===== src/rtl/snake_body.sv =====
// ---------------------------------------------------------------------------
// snake_body
//
// Keeps the ordered list of snake body segments, advances it once per video
// frame, grows it on request, detects the head running into its own body and
// tells the colour stage whether the current pixel is covered by the body.
//
// Once per frame (falling edge of frame_vs) the block steps through:
//   IDLE  -> SHIFT : every segment takes its predecessor's position, segment 0
//                    takes the current head position; a pending grow adds one
//                    segment (saturating at MAX_LEN).
//   SHIFT -> CHECK : segments 1..length-1 are compared with segment 0, one per
//                    clock; any exact match sets the sticky self_hit flag.
//   CHECK -> IDLE  : when the last active segment has been compared.
//
// Ports
//   Clk            system clock, all state updates on its rising edge
//   Reset          synchronous, active-high
//   frame_vs       VGA vertical sync (active-low pulse), same clock domain
//   HeadX, HeadY   current head position (10 bits each)
//   grow           one-clock request for one more segment
//   DrawX, DrawY   pixel currently being drawn (10 bits each)
//   body_on        pixel lies inside an active segment (1 clock after DrawX/Y)
//   length         number of active segments
//   self_hit       sticky head/body collision flag, cleared only by Reset
//   busy           high while in SHIFT or CHECK
// ---------------------------------------------------------------------------
module snake_body #(
  parameter int MAX_LEN  = 32,
  parameter int INIT_LEN = 3,
  parameter int SEG_SIZE = 8,
  parameter int START_X  = 320,
  parameter int START_Y  = 240
) (
  input  logic       Clk,
  input  logic       Reset,
  input  logic       frame_vs,
  input  logic [9:0] HeadX,
  input  logic [9:0] HeadY,
  input  logic       grow,
  input  logic [9:0] DrawX,
  input  logic [9:0] DrawY,
  output logic       body_on,
  output logic [5:0] length,
  output logic       self_hit,
  output logic       busy
);

  localparam logic [5:0]  MAX_LEN_L  = 6'(MAX_LEN);
  localparam logic [5:0]  INIT_LEN_L = 6'(INIT_LEN);
  localparam logic [10:0] SEG_SIZE_L = 11'(SEG_SIZE);
  localparam logic [9:0]  START_X_L  = 10'(START_X);
  localparam logic [9:0]  START_Y_L  = 10'(START_Y);

  typedef enum logic [1:0] {
    ST_IDLE  = 2'd0,
    ST_SHIFT = 2'd1,
    ST_CHECK = 2'd2
  } state_t;

  state_t     state_q, state_d;
  logic       fvs_q, fvs_d;
  logic       tick_block_q, tick_block_d;
  logic       grow_pending_q, grow_pending_d;
  logic [5:0] length_q, length_d;
  logic [5:0] idx_q, idx_d;
  logic       self_hit_q, self_hit_d;
  logic       body_on_q, body_on_d;

  logic [9:0] seg_x_q [MAX_LEN];
  logic [9:0] seg_y_q [MAX_LEN];
  logic [9:0] seg_x_d [MAX_LEN];
  logic [9:0] seg_y_d [MAX_LEN];

  logic [MAX_LEN-1:0] hit_vec;
  logic [MAX_LEN-1:0] pix_vec;
  logic               tick;

  // Falling edge of frame_vs. tick_block_q is high only in the first cycle
  // after Reset deasserts, so a frame_vs held low through reset does not
  // look like a fresh falling edge.
  assign tick = fvs_q & ~frame_vs & ~tick_block_q;

  assign fvs_d        = frame_vs;
  assign tick_block_d = 1'b0;

  // -------------------------------------------------------------------------
  // Segment storage: a shift register of positions, advanced only in SHIFT.
  // Kept in flops because body_on needs every segment in parallel.
  // -------------------------------------------------------------------------
  generate
    for (genvar gi = 0; gi < MAX_LEN; gi++) begin : g_seg
      if (gi == 0) begin : g_head
        always_comb begin
          seg_x_d[gi] = seg_x_q[gi];
          seg_y_d[gi] = seg_y_q[gi];
          if (state_q == ST_SHIFT) begin
            seg_x_d[gi] = HeadX;
            seg_y_d[gi] = HeadY;
          end
        end
        // Segment 0 is the reference, never compared with itself.
        assign hit_vec[gi] = 1'b0;
      end else begin : g_tail
        always_comb begin
          seg_x_d[gi] = seg_x_q[gi];
          seg_y_d[gi] = seg_y_q[gi];
          if (state_q == ST_SHIFT) begin
            seg_x_d[gi] = seg_x_q[gi-1];
            seg_y_d[gi] = seg_y_q[gi-1];
          end
        end
        // Only the segment currently addressed by the scan, and only if it
        // is active, can report a collision.
        assign hit_vec[gi] = (6'(gi) == idx_q) && (6'(gi) < length_q) &&
                             (seg_x_q[gi] == seg_x_q[0]) &&
                             (seg_y_q[gi] == seg_y_q[0]);
      end

      // Pixel coverage, widened to 11 bits so seg + SEG_SIZE cannot wrap.
      assign pix_vec[gi] = (6'(gi) < length_q) &&
                           ({1'b0, DrawX} >= {1'b0, seg_x_q[gi]}) &&
                           ({1'b0, DrawX} <  ({1'b0, seg_x_q[gi]} + SEG_SIZE_L)) &&
                           ({1'b0, DrawY} >= {1'b0, seg_y_q[gi]}) &&
                           ({1'b0, DrawY} <  ({1'b0, seg_y_q[gi]} + SEG_SIZE_L));

      always_ff @(posedge Clk) begin
        if (Reset) begin
          seg_x_q[gi] <= START_X_L;
          seg_y_q[gi] <= START_Y_L;
        end else begin
          seg_x_q[gi] <= seg_x_d[gi];
          seg_y_q[gi] <= seg_y_d[gi];
        end
      end
    end
  endgenerate

  assign body_on_d = |pix_vec;

  // -------------------------------------------------------------------------
  // Control FSM: next state and datapath control.
  // -------------------------------------------------------------------------
  always_comb begin
    state_d        = state_q;
    idx_d          = idx_q;
    length_d       = length_q;
    grow_pending_d = grow_pending_q | grow;
    self_hit_d     = self_hit_q;

    case (state_q)
      ST_IDLE: begin
        // Ticks outside IDLE are dropped, never queued.
        if (tick) begin
          state_d = ST_SHIFT;
        end
      end

      ST_SHIFT: begin
        state_d = ST_CHECK;
        idx_d   = 6'd1;
        if (grow_pending_q && (length_q < MAX_LEN_L)) begin
          length_d = length_q + 6'd1;
        end
        // The pending request is consumed here whether or not it was
        // honoured; a grow pulse landing in this very cycle re-arms it.
        grow_pending_d = grow;
      end

      ST_CHECK: begin
        if (|hit_vec) begin
          self_hit_d = 1'b1;
        end
        // Last index is length-1; with length 1 this is true on the first
        // cycle, giving a single cycle with no active comparison.
        if ((idx_q + 6'd1) >= length_q) begin
          state_d = ST_IDLE;
        end else begin
          idx_d = idx_q + 6'd1;
        end
      end

      default: begin
        state_d = ST_IDLE;
      end
    endcase
  end

  always_ff @(posedge Clk) begin
    if (Reset) begin
      state_q        <= ST_IDLE;
      fvs_q          <= 1'b1;
      tick_block_q   <= 1'b1;
      grow_pending_q <= 1'b0;
      length_q       <= INIT_LEN_L;
      idx_q          <= 6'd1;
      self_hit_q     <= 1'b0;
      body_on_q      <= 1'b0;
    end else begin
      state_q        <= state_d;
      fvs_q          <= fvs_d;
      tick_block_q   <= tick_block_d;
      grow_pending_q <= grow_pending_d;
      length_q       <= length_d;
      idx_q          <= idx_d;
      self_hit_q     <= self_hit_d;
      body_on_q      <= body_on_d;
    end
  end

  assign body_on  = body_on_q;
  assign length   = length_q;
  assign self_hit = self_hit_q;
  assign busy     = (state_q != ST_IDLE);

endmodule


===== config.mk =====
export PLATFORM = sky130hd
export DESIGN_NAME = snake_body
export DESIGN_NICKNAME = d
export VERILOG_FILES = /design/src/rtl/snake_body.sv
export SDC_FILE = /design/constraint.sdc
export NUM_CORES = 2
export LEC_CHECK = 0
export CAP_MARGIN = 40
export CORE_MARGIN = 10
export CORE_UTILIZATION = 61
export CTS_BUF_LIST = sky130_fd_sc_hd__clkbuf_4
export CTS_CLUSTER_DIAMETER = 120
export DETAILED_ROUTE_END_ITERATION = 8
export PLACE_DENSITY = 0.77
export SYNTH_ARGS = -nofsm -noshare
export SYNTH_HDL_FRONTEND = slang
export SYNTH_SLANG_ARGS = --single-unit

===== constraint.sdc =====
create_clock -name Clk -period 4.5 [get_ports Clk]
set_clock_uncertainty 0.05 [all_clocks]
set_input_delay 0.45 -clock Clk [delete_from_list [all_inputs] [get_ports Clk]]
set_output_delay 0.45 -clock Clk [all_outputs]
set_load 0.02 [all_outputs]

placed.png
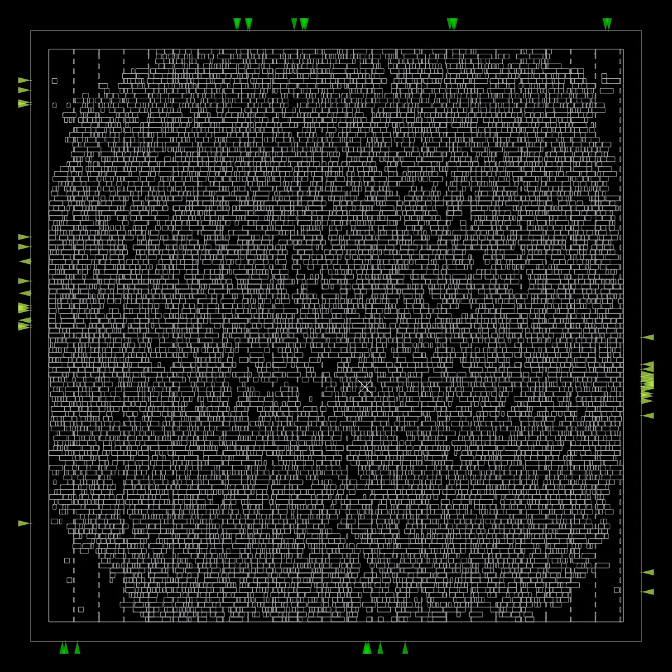
Seq area share: 19.5%
end-of-flow core utilization: 66.6%
number of cell rows: 117

sizing.png
Drawn at 1.5 px/um.
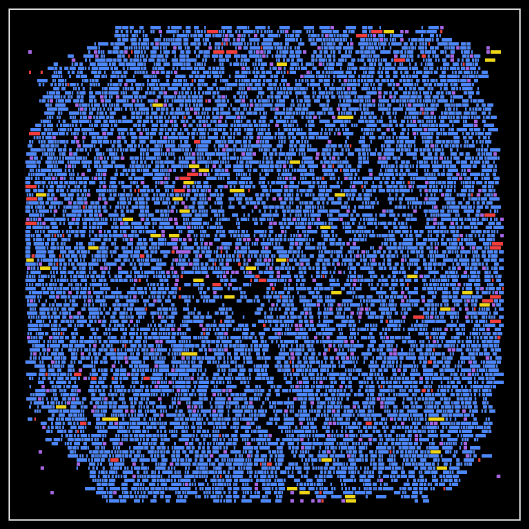
x3 and x4: in purple, cells 472. x2: in red, cells 114. x6 and larger: in yellow, cells 42. x1 and smaller: in blue, cells 7,609.
synth-to-layout area growth: 8.68%
buffers outside the clock class: 302

[cells in the final DEF (no fill, tap or decap), drive strengths merged, types with 9 or more instances in the layout]
cell type,instances
o32ai,20
or2,10
nor4,137
clkdlybuf4s50,33
o22ai,14
xnor2,671
a211oi,62
clkbuf,267
a21o,117
a211o,126
nor3,138
o21a,73
a31oi,50
o211ai,116
nor2b,89
a31o,9
or3,18
o31ai,15
a21oi,747
o221ai,11
and4,12
dlygate4sd3,23
o21ai,255
nand4,155
nand2,1157
nand3,237
inv,695
nor2,275
dfxtp,659
a2111oi,28
diode,10
o2111ai,22
ha,1165
and3,64
nand2b,63
buf,246
clkinv,68
xor2,277
[per-layer routing]
layer / wire [um] / track usage, %
met5: 41 / 0
met3: 25700 / 9.09
met1: 89800 / 47.9
met4: 17800 / 25.5
met2: 98900 / 59.4
==> qor.rpt <==
ROUTING
------------------------------------------------------------------------------
First-pass DRT Iterations .......................................            9
DRT Wirelength ..................................................       232 mm
Via-per-instance ratio ..........................................         6.40
Violation tally from detailed-route iteration zero ..............        6,801
Via count .......................................................       61,500
Tally of nets with antenna violations remaining after routing ...            0
DRC Markers .....................................................            1
Average wire per standard cell ..................................      24.2 um

SETUP PATH
------------------------------------------------------------------------------
Capture point of the worst reg-to-reg path ......................      body_on
Critical path start-end classification .......................... flip-flop to flip-flop
Peak fanout along the critical path .............................           11
Cell with the largest stage delay on the worst path .............      dfxtp_1
Arrival @ worst endpoint ........................................      5.17 ns
Setup crit end kind .............................................    flip-flop

GLOBAL ROUTE
------------------------------------------------------------------------------
Number of global-route vias before repair .......................       58,100
Global route overflow ...........................................            0
Global routing usage summed across all routing layers ...........        38.6%

SYNTH
------------------------------------------------------------------------------
Number of different library cells in the post-synthesis netlist .           78
Number of cells in the yosys synthesis report ...................        8,003
Biggest area contributors in the synthesized netlist ............ ha_1, dfxtp_1, xnor2_1
Async S/R FF share, synth .......................................           0%
Number of warnings issued by yosys ..............................            0
Cell type with the largest total area after synthesis ...........         ha_1

POWER
------------------------------------------------------------------------------
Power share of the sequential group .............................        40.4%
Seq power .......................................................      6.16 mW
Largest power group .............................................    registers
Leak Pwr ........................................................      29.3 nW
Power consumed by combinational cells ...........................      3.18 mW
Combinational share of power ....................................        20.8%

RUN STATUS
------------------------------------------------------------------------------
Violations in the final reports .................................          DRC
Result of the run ............................................... complete, but fails checks

PLACEMENT
------------------------------------------------------------------------------
Final GP Congestion .............................................         1.05
Post-placement setup slack ......................................     0.514 ns
Count of input and output buffers ...............................           52

TIMING
------------------------------------------------------------------------------
Hold Slack ......................................................     0.184 ns
Fraction of the cycle the final worst path needs ................        91.5%
Tmin final ......................................................      4.12 ns
Setup repair after global routing missed its margin .............        false

DIE
------------------------------------------------------------------------------
Core box area ................................................... 102,000 sq um
X dimension of the die ..........................................       339 um
Tap cells .......................................................        1,368

FINISH
------------------------------------------------------------------------------
Multi-input logic cell count ....................................        6,241
Fraction of area in clock buffers and inverters .................        3.57%
Number of sequential cells ......................................          659
Count of non-filler cells in the finished layout ................        9,615
Antenna diodes ..................................................           10

CLOCK NETWORK
------------------------------------------------------------------------------
Master cell of the clock root buffer ............................     clkbuf_4
CTS H-Tree Depth ................................................            4

FLOW RUN
------------------------------------------------------------------------------
Tool warnings ...................................................          117
# Max-Cap Violations ............................................            0

WORST HOLD PATH
------------------------------------------------------------------------------
Beginning of the worst hold path ................................        Reset

Power figures rest on the tool's default switching activity, not on a simulated workload.
